==> run_1/m3.png <==
Cells faint in the background.
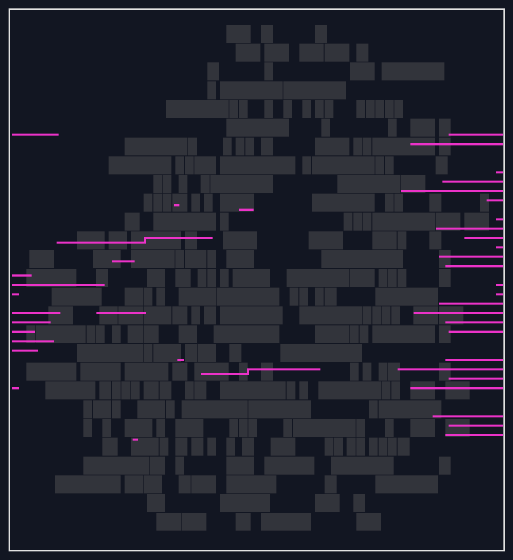
==> run_1/gates.png <==
Scale bar: 20 um.
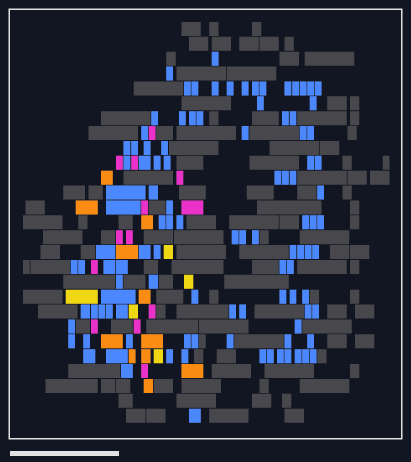
==> run_1/clock_wires.png <==
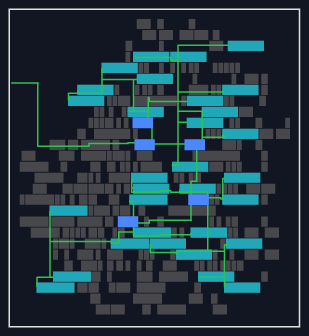
==> run_1/congestion_map.png <==
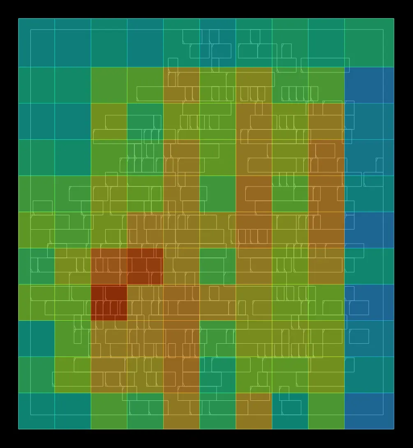
===== src/rtl/ctrl_sequencer.sv =====
// Control FSM for the simple CPU datapath: latches instructions into IR and walks the execution states.
// Optional `CTRL_SEQ_PERF_CNT_EN adds a 16-bit retired-instruction counter output.
module ctrl_sequencer #(
    parameter int unsigned LOAD_WAIT = 0,
    parameter int unsigned IR_W      = 23
) (
    input  logic            clk,
    input  logic            rst_n,
    input  logic [IR_W-1:0] instr,
    input  logic            instr_valid,
    output logic            instr_ready,
    input  logic            hold,
    output logic [4:0]      state,
    output logic [IR_W-1:0] ir,
    output logic            alu_sub,
    output logic            done,
    output logic            illegal
`ifdef CTRL_SEQ_PERF_CNT_EN
    ,
    output logic [15:0]     retired_cnt
`endif
);

    typedef enum logic [4:0] {
        IDLE  = 5'b00000,
        LOAD  = 5'b00001,
        MOV   = 5'b00010,
        AR_A  = 5'b00011,
        AR_G  = 5'b00100,
        AR_WB = 5'b00101,
        LWAIT = 5'b00110
    } state_e;

    typedef enum logic [2:0] {
        OP_LOAD = 3'b000,
        OP_MOV  = 3'b001,
        OP_ADD  = 3'b010,
        OP_SUB  = 3'b011
    } opcode_e;

    localparam logic [3:0] WAIT_INIT = (LOAD_WAIT > 0) ? 4'(LOAD_WAIT - 1) : 4'd0;

    state_e          state_q, state_d;
    logic [IR_W-1:0] ir_q, ir_d;
    logic [3:0]      cnt_q, cnt_d;
    logic            illegal_q, illegal_d;
    logic [2:0]      op_in;

    assign op_in       = instr[IR_W-1 -: 3];
    assign instr_ready = (state_q == IDLE) && !hold;
    assign state       = state_q;
    assign ir          = ir_q;
    assign illegal     = illegal_q;
    assign alu_sub     = (ir_q[IR_W-1 -: 3] == OP_SUB);
    assign done        = (state_q == LOAD) || (state_q == MOV) || (state_q == AR_WB);

    always_comb begin
        state_d   = state_q;
        ir_d      = ir_q;
        cnt_d     = cnt_q;
        illegal_d = illegal_q;
        // hold freezes everything, including a pending illegal pulse
        if (!hold) begin
            illegal_d = 1'b0;
            case (state_q)
                IDLE: begin
                    if (instr_valid) begin
                        ir_d = instr;
                        if (op_in[2]) begin
                            illegal_d = 1'b1;
                        end else begin
                            case (op_in)
                                OP_LOAD: begin
                                    if (LOAD_WAIT > 0) begin
                                        state_d = LWAIT;
                                        cnt_d   = WAIT_INIT;
                                    end else begin
                                        state_d = LOAD;
                                    end
                                end
                                OP_MOV:  state_d = MOV;
                                default: state_d = AR_A;
                            endcase
                        end
                    end
                end
                LWAIT: begin
                    if (cnt_q == '0) state_d = LOAD;
                    else             cnt_d   = cnt_q - 4'd1;
                end
                AR_A:    state_d = AR_G;
                AR_G:    state_d = AR_WB;
                default: state_d = IDLE;
            endcase
        end
    end

    always_ff @(posedge clk or negedge rst_n) begin
        if (!rst_n) begin
            state_q   <= IDLE;
            ir_q      <= '0;
            cnt_q     <= '0;
            illegal_q <= 1'b0;
        end else begin
            state_q   <= state_d;
            ir_q      <= ir_d;
            cnt_q     <= cnt_d;
            illegal_q <= illegal_d;
        end
    end

`ifdef CTRL_SEQ_PERF_CNT_EN
    logic [15:0] retired_q, retired_d;

    always_comb begin
        retired_d = retired_q;
        if (done && !hold) retired_d = retired_q + 16'd1;
    end

    always_ff @(posedge clk or negedge rst_n) begin
        if (!rst_n) retired_q <= '0;
        else        retired_q <= retired_d;
    end

    assign retired_cnt = retired_q;
`endif

endmodule


===== config.mk =====
export PLATFORM = sky130hd
export DESIGN_NAME = ctrl_sequencer
export DESIGN_NICKNAME = d
export VERILOG_FILES = /design/src/rtl/ctrl_sequencer.sv
export SDC_FILE = /design/constraint.sdc
export NUM_CORES = 1
export LEC_CHECK = 0
export ABC_AREA = 1
export CORE_ASPECT_RATIO = 1.1
export CORE_MARGIN = 2
export CORE_UTILIZATION = 28
export DETAILED_ROUTE_END_ITERATION = 7
export RECOVER_POWER = 100
export SETUP_SLACK_MARGIN = 0.05
export SLEW_MARGIN = 20
export SYNTH_ARGS = -nofsm -noshare
export SYNTH_HDL_FRONTEND = slang
export SYNTH_SLANG_ARGS = --single-unit

===== constraint.sdc =====
create_clock -name clk -period 1.3 [get_ports clk]
set_input_delay 0.26 -clock clk [delete_from_list [all_inputs] [get_ports clk]]
set_output_delay 0.26 -clock clk [all_outputs]
set_load 0.05 [all_outputs]

==> notes.md, run 1 <==
flow finished, numbers: Max-slew headroom 48.95%, cts-stage hold buffer count 0, Area Overhead vs Synth 74.06%, peak supply drop 1.614 mV, # Max-Cap Violations 0, Die ar. 5597 um^2, yosys warns 0, ANT cells 0, filler cell count 452, worst endpoint data arrival time 1250 ps, commonest cells in the netlist nand2_1, dfrtp_1, inv_1, All-Layer GR Usage 14.02%, DR vias/cell 4.407, max frequency 663.2 MHz, first-pass GRT wire length 6.161 mm, crit path cell chain nor2_4, buf_6, inv_2, nand2_2, a21oi_4, buf_12, DRT iter0 DRCs 43, Final Total Pwr 6667 uW, antenna viol nets, final 0, Yosys reg bits 31, grt total ovfl 0, nets@finish 281, CTS tree built, syn avg cell area 8.022 um^2, Crit-path slowest cell dfrtp_2, top area contributor share 55.26%, number of global-route vias before repair 1331, count leader, synth nand2_1, H-Tree Depth 2, Worst setup EP type output pin, cell family with most CP delay flip-flops, wire per inst 12.40 um, drt drc 0, failing checks setup timing, RSZ-0062 raised after global routing true, share of layout cells above drive strength 1 35.43%, ys flop type dfrtp_1, Tmin final 1508 ps, MI comb area 650.6 um^2, CTS root buffer clkbuf_8, Core Area 4932 um^2, hold depth 2, clock sinks 31, Worst Hold Endpoint ir[4], post-synth top area cell dfrtp_1, # port buffers 56, Init Core Util 28.46%, Post-synth EDFFs 0, stage-log warning count 29, die width 71.51 um, CP Class reg2out, Critical path buffers and inverters 3, Bufs on Longest Clock Path 2, top cells by area dfrtp_1, nand2_1, inv_1, nand3_1, nor2_1, initial antenna violation count 0, Post-DP Area 2399 um^2, Crit Path Max Fanout 2, Reg-to-Reg End ir[15], min-delay worst type reg2reg, post-route setup slack -207.8 ps, biggest cell delay along the critical path 420 ps, DP HPWL 2.523 mm, Final Setup Violations 29, Setup crit start kind flop, post-layout period usage 116.0%, status finished, violations left, clk slew on worst S/H paths 70 ps, cell area after layout 2444 um^2, Final Max Slew Viols 0, fraction of registers with async set/reset 100.0%, cell area after synthesis 1404 um^2, Die Span Y 78.27 um, Synth cell types 20, Power Dens Cells 2728 nW/um^2, worst flop-to-flop path startpoint state[1], GP Congestion 0.8321, LEAKAGE 0.001254 uW, worst path required time 1040 ps, Inserted Clock Buffers 5
Notes on m3.png above:
wire length on this layer = 289 um
main direction = horizontal
nets with wire on the layer = 39
GR Util met3: 5.135%
DR vias: 1375
routed wire length: 3.870 mm

Notes on gates.png above:
magenta -> inv cells  # cells 13, most used inv_1
orange -> nor cells  # cells 11, most used nor2_4
blue -> nand cells  # cells 105, most used nand2_1
yellow -> aoi and oai cells  # cells 5, most used o21ai_1
Top cell excl fill/tap: nand2_1
Non-Filler Instances: 312
logic share of the area: 26.63%

Notes on clock_wires.png above:
blue -> clock-net drivers  # count 5
green -> clock wires  # length 412 um
cyan -> flip-flops  # count 31
routed clock nets = 6
clk_lat worst skew: 280 ps
Final Skew: 9.691 ps

Notes on congestion_map.png above:
fin util: 49.54%
M2 GR Usage: 22.04%

## run 1: worst register-to-register path, stage by stage, from the launching register on
cell and delay, ps:
dfrtp_2 420, nor2_4 150, nand2_4 80, nor2_4 90, buf_4 140, nand2_8 80, bufbuf_16 290, nand2_1 50
nand2_1 50
## run 1: cells in the final DEF (no fill, tap or decap), drive strengths merged
master,synthesis,final
nor2,9,9
a21oi,1,1
dlygate4sd3,0,1
ha,1,1
clkinv,0,1
bufbuf,0,2
buf,6,24
bufinv,0,1
nand2,98,98
conb,1,2
nand4,1,1
nand3,6,6
clkdlybuf4s50,0,25
o21ai,4,4
xor2,2,2
clkbuf,0,30
dfrtp,31,31
nor3,2,2
inv,13,13
## run 1: what timing repair did
action | CTS | global route
pin swaps | 6 | 14
resized | 19 | 22
cloned | 2 | 0
setup endpoints to repair | 34 | 39
setup buffers | 6 | 2
## run 1: power breakdown
part | switching [uW] | internal (uW)
logic | 2550 | 1510
clock network | 353 | 620
registers | 267 | 1360
total | 3170 | 3490
## run 1: cell families (layout without fill, tap and decap cells)
family | Yosys count | in the layout | share of synthesized area (%)
adder cells (fa/ha/maj) | 1 | 1 | 0.8911
XOR/XNOR | 2 | 2 | 1.248
other | 1 | 2 | 0.2671
AND-OR/OR-AND | 5 | 5 | 1.782
flip-flops | 31 | 31 | 55.26
buffers and inverters | 19 | 97 | 6.863
AND/OR/NAND/NOR | 116 | 116 | 33.69
## run 1: worst max path at each step
| stage | startpoint | end | slack (ps) | depth (start not counted) |
|---|---|---|---|---|
| finish | state[1] | done | -210 | 6 |
| detailed placement | hold | ir[18] | -160 | 6 |
| floorplan | state[0] | ir[0] | -320 | 7 |
| global placement | hold | ir[19] | -130 | 6 |
| CTS | state[0] | done | -220 | 6 |
| global route | state[1] | instr_ready | -260 | 5 |
## run 1: state kept, by name, indices dropped and copies added, names as in the netlist
| name | count |
|---|---|
| ir | 23 |
| cnt_q | 4 |
| state | 3 |
| illegal | 1 |
## run 1: area by class of cell
class	count	share of cell area (%)
inverters	13	2.304
repair buffers	76	31.23
clock buffers	6	3.379
well taps	58	2.970
flip-flops and latches	31	32.05
multi-input cells	126	26.63
clock inverters	2	1.434
## run 1: through the flow
step	setup TNS (ps)	hold slack (ps)	utilization, %	std cells	worst slack (ps)
CTS	-2481	348.3	54.57	310	-215.3
global route	-4851	497.0	49.54	312	-263.8
global placement	-3063	453.7	48.63	294	-133.0
finish	-2500	481.4	49.54	312	-207.8
detailed placement	-3940	463.8	48.63	294	-163.3
floorplan	-7414	-35.59	-	176	-318.2
## run 1: per-layer routing
| layer | GRT usage (%) | wire length, um | up-vias |
|---|---|---|---|
| met2 | 22.04 | 1883 | 45 |
| met1 | 18.00 | 1634 | 637 |
| met4 | 4.151 | 63 | 0 |
| met3 | 5.135 | 288 | 6 |
| met5 | 0 | 0 | - |
| li1 | - | - | 687 |
==> run_1/sizing.png <==
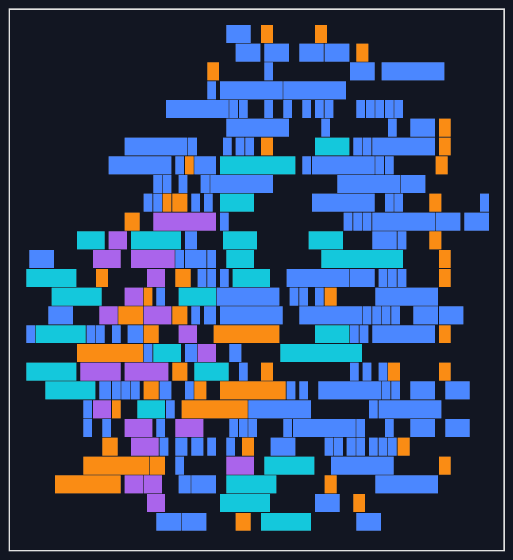

--- run 2 (diff from run 1) ---
==> constraint.sdc (replaced) <==
create_clock -name clk -period 1.7 [get_ports clk]
set_input_delay 0.34 -clock clk [delete_from_list [all_inputs] [get_ports clk]]
set_output_delay 0.34 -clock clk [all_outputs]
set_load 0.05 [all_outputs]
==> run_2/sizing.png <==
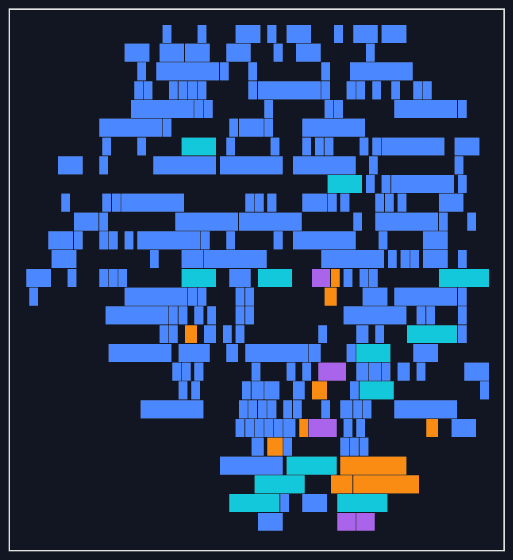
cyan -> x6 and larger  # cells 12, share 5.0%
orange -> x2  # cells 10, share 4.2%
purple -> x3 and x4  # cells 5, share 2.1%, most used buf_4
blue -> x1 and smaller  # cells 211, share 89%, most used nand2_1
post-route setup slack: 112.4 ps
Area Overhead vs Synth: 44.21%
cell area after layout: 2024 um^2

==> notes.md, run 2 <==
flow finished, numbers: status complete, no violations, Yosys reg bits 31, clock sinks 31, setup TNS 0 ps, yosys warns 0, syn avg cell area 8.022 um^2, MUX area fraction 0%, share of layout cells above drive strength 1 11.34%, post-layout period usage 93.39%, Post-synth EDFFs 0, Core Area 4932 um^2, Final Total Pwr 4205 uW, Setup crit start kind flop, initial antenna violation count 0, stage-log warning count 26, All-Layer GR Usage 12.52%, antenna viol nets, final 0, commonest cells in the netlist nand2_1, dfrtp_1, inv_1, Bufs on Longest Clock Path 2, cts-stage hold buffer count 0, # port buffers 56, Top cell excl fill/tap nand2_1, Non-Filler Instances 296, peak supply drop 0.6210 mV, Init Core Util 28.46%, Reg-to-Reg End ir[14], Crit-path slowest cell dfrtp_1, pre-CTS setup slack 42.41 ps, first-pass GRT wire length 5.520 mm, fraction of registers with async set/reset 100.0%, Synth cell types 20, Tmin final 1588 ps, filler cell count 531, worst path required time 1360 ps, routed wire length 3.255 mm, DP HPWL 2.315 mm, ANT cells 0, DR vias/cell 4.193, Die ar. 5597 um^2, post-synth top area cell dfrtp_1, grt total ovfl 0, CP Class reg2out, clk_lat worst skew 270 ps, Largest register FFs 23, Worst Hold Endpoint cnt_q[1], Simple-Gate Area Share 33.69%, Final Setup Violations 0, die width 71.51 um, Worst setup EP type output pin, GP Congestion 0.7808, Post-Synth XOR/XNOR Area 1.248%, worst endpoint data arrival time 1250 ps, drt drc 0, clk slew on worst S/H paths 60 ps, RSZ-0062 raised after global routing false, DR vias 1241, # placed instances 287, cell area after synthesis 1404 um^2, H-Tree Depth 2, CTS tree built, biggest cell delay along the critical path 470 ps, min-delay worst type reg2reg, area fraction in compound gates 1.783%, Final Max Slew Viols 0, top cells by area dfrtp_1, nand2_1, inv_1, nand3_1, nor2_1, worst flop-to-flop path startpoint state[2], Die Span Y 78.27 um, max frequency 629.9 MHz, Adder Area Share 0.8913%, Post-DP Area 2024 um^2, hold depth 2, Power Dens Cells 2077 nW/um^2, CTS root buffer clkbuf_8, Crit Path Max Fanout 6
==> run_2/congestion_map.png <==
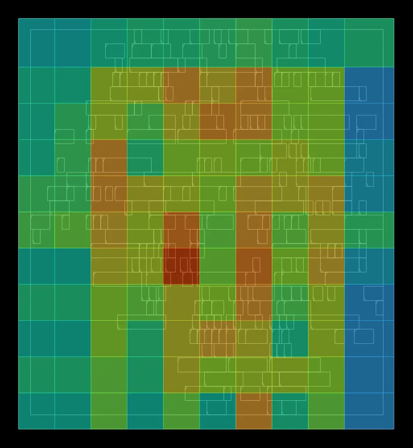
GR peak layer: met2
M2 GR Usage: 19.44%
GR Util met3: 2.696%

[run 2: cell count changes in the layout (fill, tap and decap cells not counted), moves of 4 or more]
| cell | previous run | this run |
|---|---|---|
| clkbuf_1 | 1 | 24 |
| clkbuf_2 | 23 | 2 |
| buf_4 | 10 | 3 |
| nand2_1 | 89 | 96 |
| nor2_1 | 1 | 7 |
| nand2_2 | 7 | 2 |
| dfrtp_1 | 25 | 29 |
| dfrtp_2 | 6 | 2 |
[run 2: layer usage]
| metal | GRT usage (%) | part of all wire (%) | vias up |
|---|---|---|---|
| li1 | - | - | 650 |
| met4 | 6.226 | 2.2 | 0 |
| met5 | 0 | 0 | - |
| met3 | 2.696 | 6.3 | 6 |
| met2 | 19.44 | 45 | 38 |
| met1 | 16.37 | 46 | 547 |
[run 2: how the worst max path moves through the flow]
stage                  start     end  slack [ps]  cells past startpoint
floorplan           state[2]  ir[21]          50                      7
global placement        hold   ir[6]          90                      6
detailed placement      hold  ir[14]          40                      6
CTS                 state[2]    done          70                      4
global route        state[2]    done          30                      4
finish              state[2]    done         110                      4
[run 2: layout make-up]
type                            count  area [um^2]  share of cell area (%)
Clock buffer                        6        82.58                   4.079
Clock inverter                      1        5.005                  0.2472
Inverter                           13        48.80                   2.410
Multi-Input combinational cell    126        534.3                   26.39
Sequential cell                    31        778.2                   38.44
Tap cell                           58        72.57                   3.585
Timing Repair Buffer               61        503.0                   24.85
[run 2: stage by stage]
stage	util (%)	hold slack, ps
final	41.05	476.0
after global routing	41.05	498.9
after CTS	43.13	476.5
after detailed placement	41.05	462.3
after global placement	41.05	458.2
after floorplan	-	44.41
[run 2: power by group]
part	internal [uW]	switching, uW	total, uW
Clock	317	262	579
Sequential	1030	207	1240
Combinational	657	1730	2390
Total	2010	2200	4200
[run 2: kinds of logic (layout without fill, tap and decap cells)]
group                      Yosys count  count (layout)
adders and majority gates            1               1
DFF                                 31              31
other                                1               2
xor gates and xnor gates             2               2
buffers and inverters               19              81
and+or+nand+nor                    116             116
AOI/OAI and AO/OA                    5               5
[run 2: critical path: cells and delay by family (launching register included)]
kind,cells,cell delay [ps]
compound gates,1,150
simple gates,2,200
flops,1,470
buf+inv,1,150
[run 2: timing repair]
action	CTS	global route
buffers inserted	2	0
endpoints found under the setup margin	2	1
hold endpoints to repair	0	0
gates resized	0	2
==> run_2/clock_wires.png <==
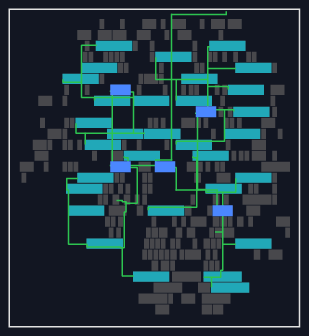

--- run 3 (diff from run 2) ---
--- a/config.mk
+++ b/config.mk
@@ -7,8 +7,8 @@
 export LEC_CHECK = 0
 export ABC_AREA = 1
 export CORE_ASPECT_RATIO = 1.1
-export CORE_MARGIN = 2
 export CORE_UTILIZATION = 28
+export CTS_CLUSTER_DIAMETER = 150
 export DETAILED_ROUTE_END_ITERATION = 7
 export RECOVER_POWER = 100
 export SETUP_SLACK_MARGIN = 0.05
==> run_3/clock_wires.png <==
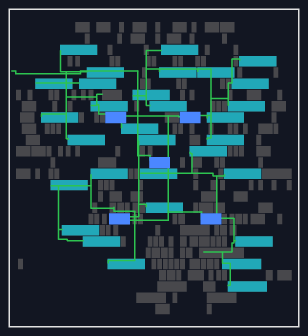
cyan -> flip-flops  # count 31
blue -> clock-net drivers  # count 5
green -> clock wires  # length 434 um
routed clock nets = 6
Clock power frac: 17.2%
Clock net power: 749 uW
Final Skew: 4.244 ps

==> notes.md, run 3 <==
flow finished, numbers: Bufs on Longest Clock Path 2, Yosys reg bits 31, top sig layer met4, Worst path depth 3, nets@finish 267, Setup crit start kind flop, top area contributor share 55.26%, DR vias 1294, CTS tree built, WL met3 244 um, count leader, synth nand2_1, Synth cell types 20, reg2reg setup slack 300 ps, wire per inst 11.26 um, M1 WL 1.545 mm, Crit Path Max Fanout 6, cts-stage hold buffer count 0, CP startpoint state[1], # port buffers 56, hold path startpoint cnt_q[1], Yosys chip area 1404 um^2, worst endpoint data arrival time 1270 ps, Syn Inst Count 175, peak supply drop 0.7524 mV, cell count of the worst reg-to-reg path 7, clk_lat worst skew 280 ps, Final Max Slew Viols 0, Core Area 4717 um^2, register area 778.2 um^2, Init Core Util 29.76%, min-delay worst type reg2reg, Inserted Clock Buffers 5, MI comb area 534.3 um^2, Reg-to-Reg End cnt_q[2], ys flop type dfrtp_1, site row count 26, clock sinks 31, Synth Seq Share 55.26%, Die Span Y 76.27 um, biggest cell delay along the critical path 430 ps, IO Pins 59, H-Tree Depth 2, LEAKAGE 0.001034 uW, top cells by area dfrtp_1, nand2_1, inv_1, nand3_1, nor2_1, DP HPWL 2.371 mm, Die ar. 5301 um^2, stage-log warning count 27, routed wire length 3.333 mm, hold depth 2, GP Congestion 0.8282, Largest register FFs 23, worst flop-to-flop path startpoint state[1], Final Setup Violations 0, number of global-route vias before repair 1268, cell family with most CP delay flip-flops, ANT cells 0, RSZ-0062 raised after global routing true, crit path cell chain clkbuf_1, a21oi_2, buf_12, drt drc 0, cell area after synthesis 1404 um^2, All-Layer GR Usage 13.96%, Worst setup EP type output pin, Post-synth EDFFs 0, status complete, no violations, first-pass GRT wire length 5.920 mm, share of layout cells above drive strength 1 11.67%, antenna viol nets, final 0, CTS root buffer clkbuf_8, initial antenna violation count 0, Post-DP Area 2022 um^2, Crit-path slowest cell dfrtp_2, filler cell count 497, Max-slew headroom 48.58%, DR vias/cell 4.372, worst path required time 1360 ps, post-layout period usage 94.73%, post-synth top area cell dfrtp_1, Top cell excl fill/tap nand2_1, setup TNS 0 ps, yosys warns 0, most numerous logic cells after layout nand2_1, dfrtp_1, clkdlybuf4s50_1, clkbuf_1, inv_1, met2 routed WL 1.496 mm, Tmin final 1610 ps, largest net degree at the start of global routing 32, TritonRoute pass-1 iters 4, max frequency 621.0 MHz, crit path capture done, syn avg cell area 8.022 um^2, Slew @ Worst Pin 771.4 ps, Power Dens Cells 2132 nW/um^2, clk slew on worst S/H paths 70 ps, Hold Fails Final Rpt 0, # Max-Cap Violations 0, CP Class reg2out, ys cells 175, fraction of registers with async set/reset 100.0%, commonest cells in the netlist nand2_1, dfrtp_1, inv_1, DRT iter0 DRCs 81, grt total ovfl 0, die width 69.51 um, Critical path buffers and inverters 2
==> run_3/sizing.png <==
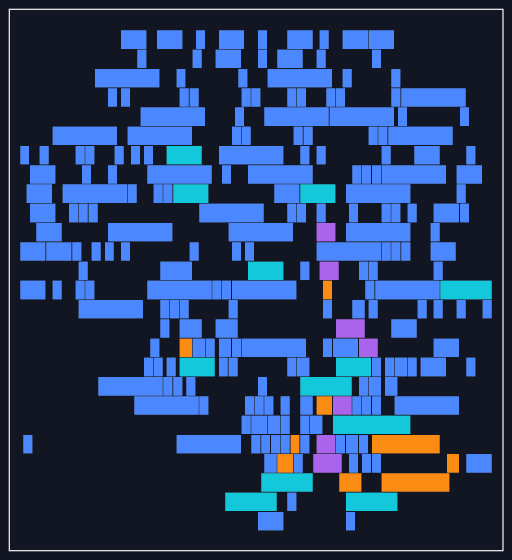
blue -> x1 and smaller  # cells 212, share 88%, most used nand2_1
purple -> x3 and x4  # cells 7, share 2.9%, most used buf_4
cyan -> x6 and larger  # cells 12, share 5.0%, most used clkbuf_8
orange -> x2  # cells 9, share 3.8%
post-route setup slack: 89.64 ps
Area Overhead vs Synth: 45.72%
cell area after layout: 2046 um^2
Non-clock buffers: 62

[run 3: how the worst min path moves through the flow]
stage,to,slack (ps)
2_1_floorplan,cnt_q[0],40
3_3_place_gp,cnt_q[1],460
3_5_place_dp,ir[7],470
4_1_cts,state[2],470
5_1_grt,ir[3],510
6_report,cnt_q[1],480
[run 3: kinds of logic (layout without fill, tap and decap cells)]
logic type,count (synthesis),count (layout),share of synthesized area (%)
AOI/OAI and AO/OA,5,5,1.782
xor gates and xnor gates,2,2,1.248
adders and majority gates,1,1,0.8911
buffers and inverters,19,83,6.863
DFF,31,31,55.26
other,1,2,0.2671
and+or+nand+nor,116,116,33.69
[run 3: report_power, final]
| part | total (uW) | switching [uW] | leakage (uW) | internal [uW] |
|---|---|---|---|---|
| combinational | 2370 | 1730 | 0.000580 | 639 |
| sequential | 1240 | 210 | 0.000393 | 1030 |
| clock | 749 | 276 | 0.0000612 | 474 |
| total | 4360 | 2220 | 0.00103 | 2150 |
[run 3: routing by layer]
metal / up-vias / global-route usage [%]
met4: 0 / 4.286
met3: 6 / 4.497
met5: - / 0
li1: 650 / -
met1: 590 / 18.23
met2: 48 / 21.94
[run 3: worst reg2reg max path: stages (launching register included)]
cell and delay, ps:
dfrtp_2 390, clkbuf_1 300, inv_1 70, nor2_1 110, nand2_1 90, nor2_1 230
nand2_1 80, nand2_1 70
[run 3: cell type report]
type | count | area share [%]
Clock buffer | 6 | 4.037
Timing Repair Buffer | 62 | 24.28
Sequential cell | 31 | 38.04
Tap cell | 56 | 3.425
Multi-Input combinational cell | 126 | 26.12
Clock inverter | 2 | 1.713
Inverter | 13 | 2.385
[run 3: through the flow]
step / power (uW) / std cells / hold WS (ps) / setup WS, ps / utilization [%]
2_1_floorplan: 2925 / 176 / 44.41 / 52.56 / -
3_3_place_gp: 3840 / 285 / 457.5 / 82.36 / 42.86
3_5_place_dp: 3873 / 285 / 466.1 / 32.86 / 42.86
4_1_cts: 4652 / 294 / 473.7 / 50.65 / 45.52
5_1_grt: 4638 / 296 / 509.3 / 22.13 / 43.37
6_report: 4362 / 296 / 477.4 / 89.64 / 43.37
[run 3: what timing repair did]
| action | CTS | global route |
|---|---|---|
| setup endpoints to repair | 1 | 2 |
| setup buffers | 1 | 2 |
| resized | 0 | 2 |
| hold endpoints to repair | 0 | 0 |
Power is estimated from default activity; no workload was simulated.
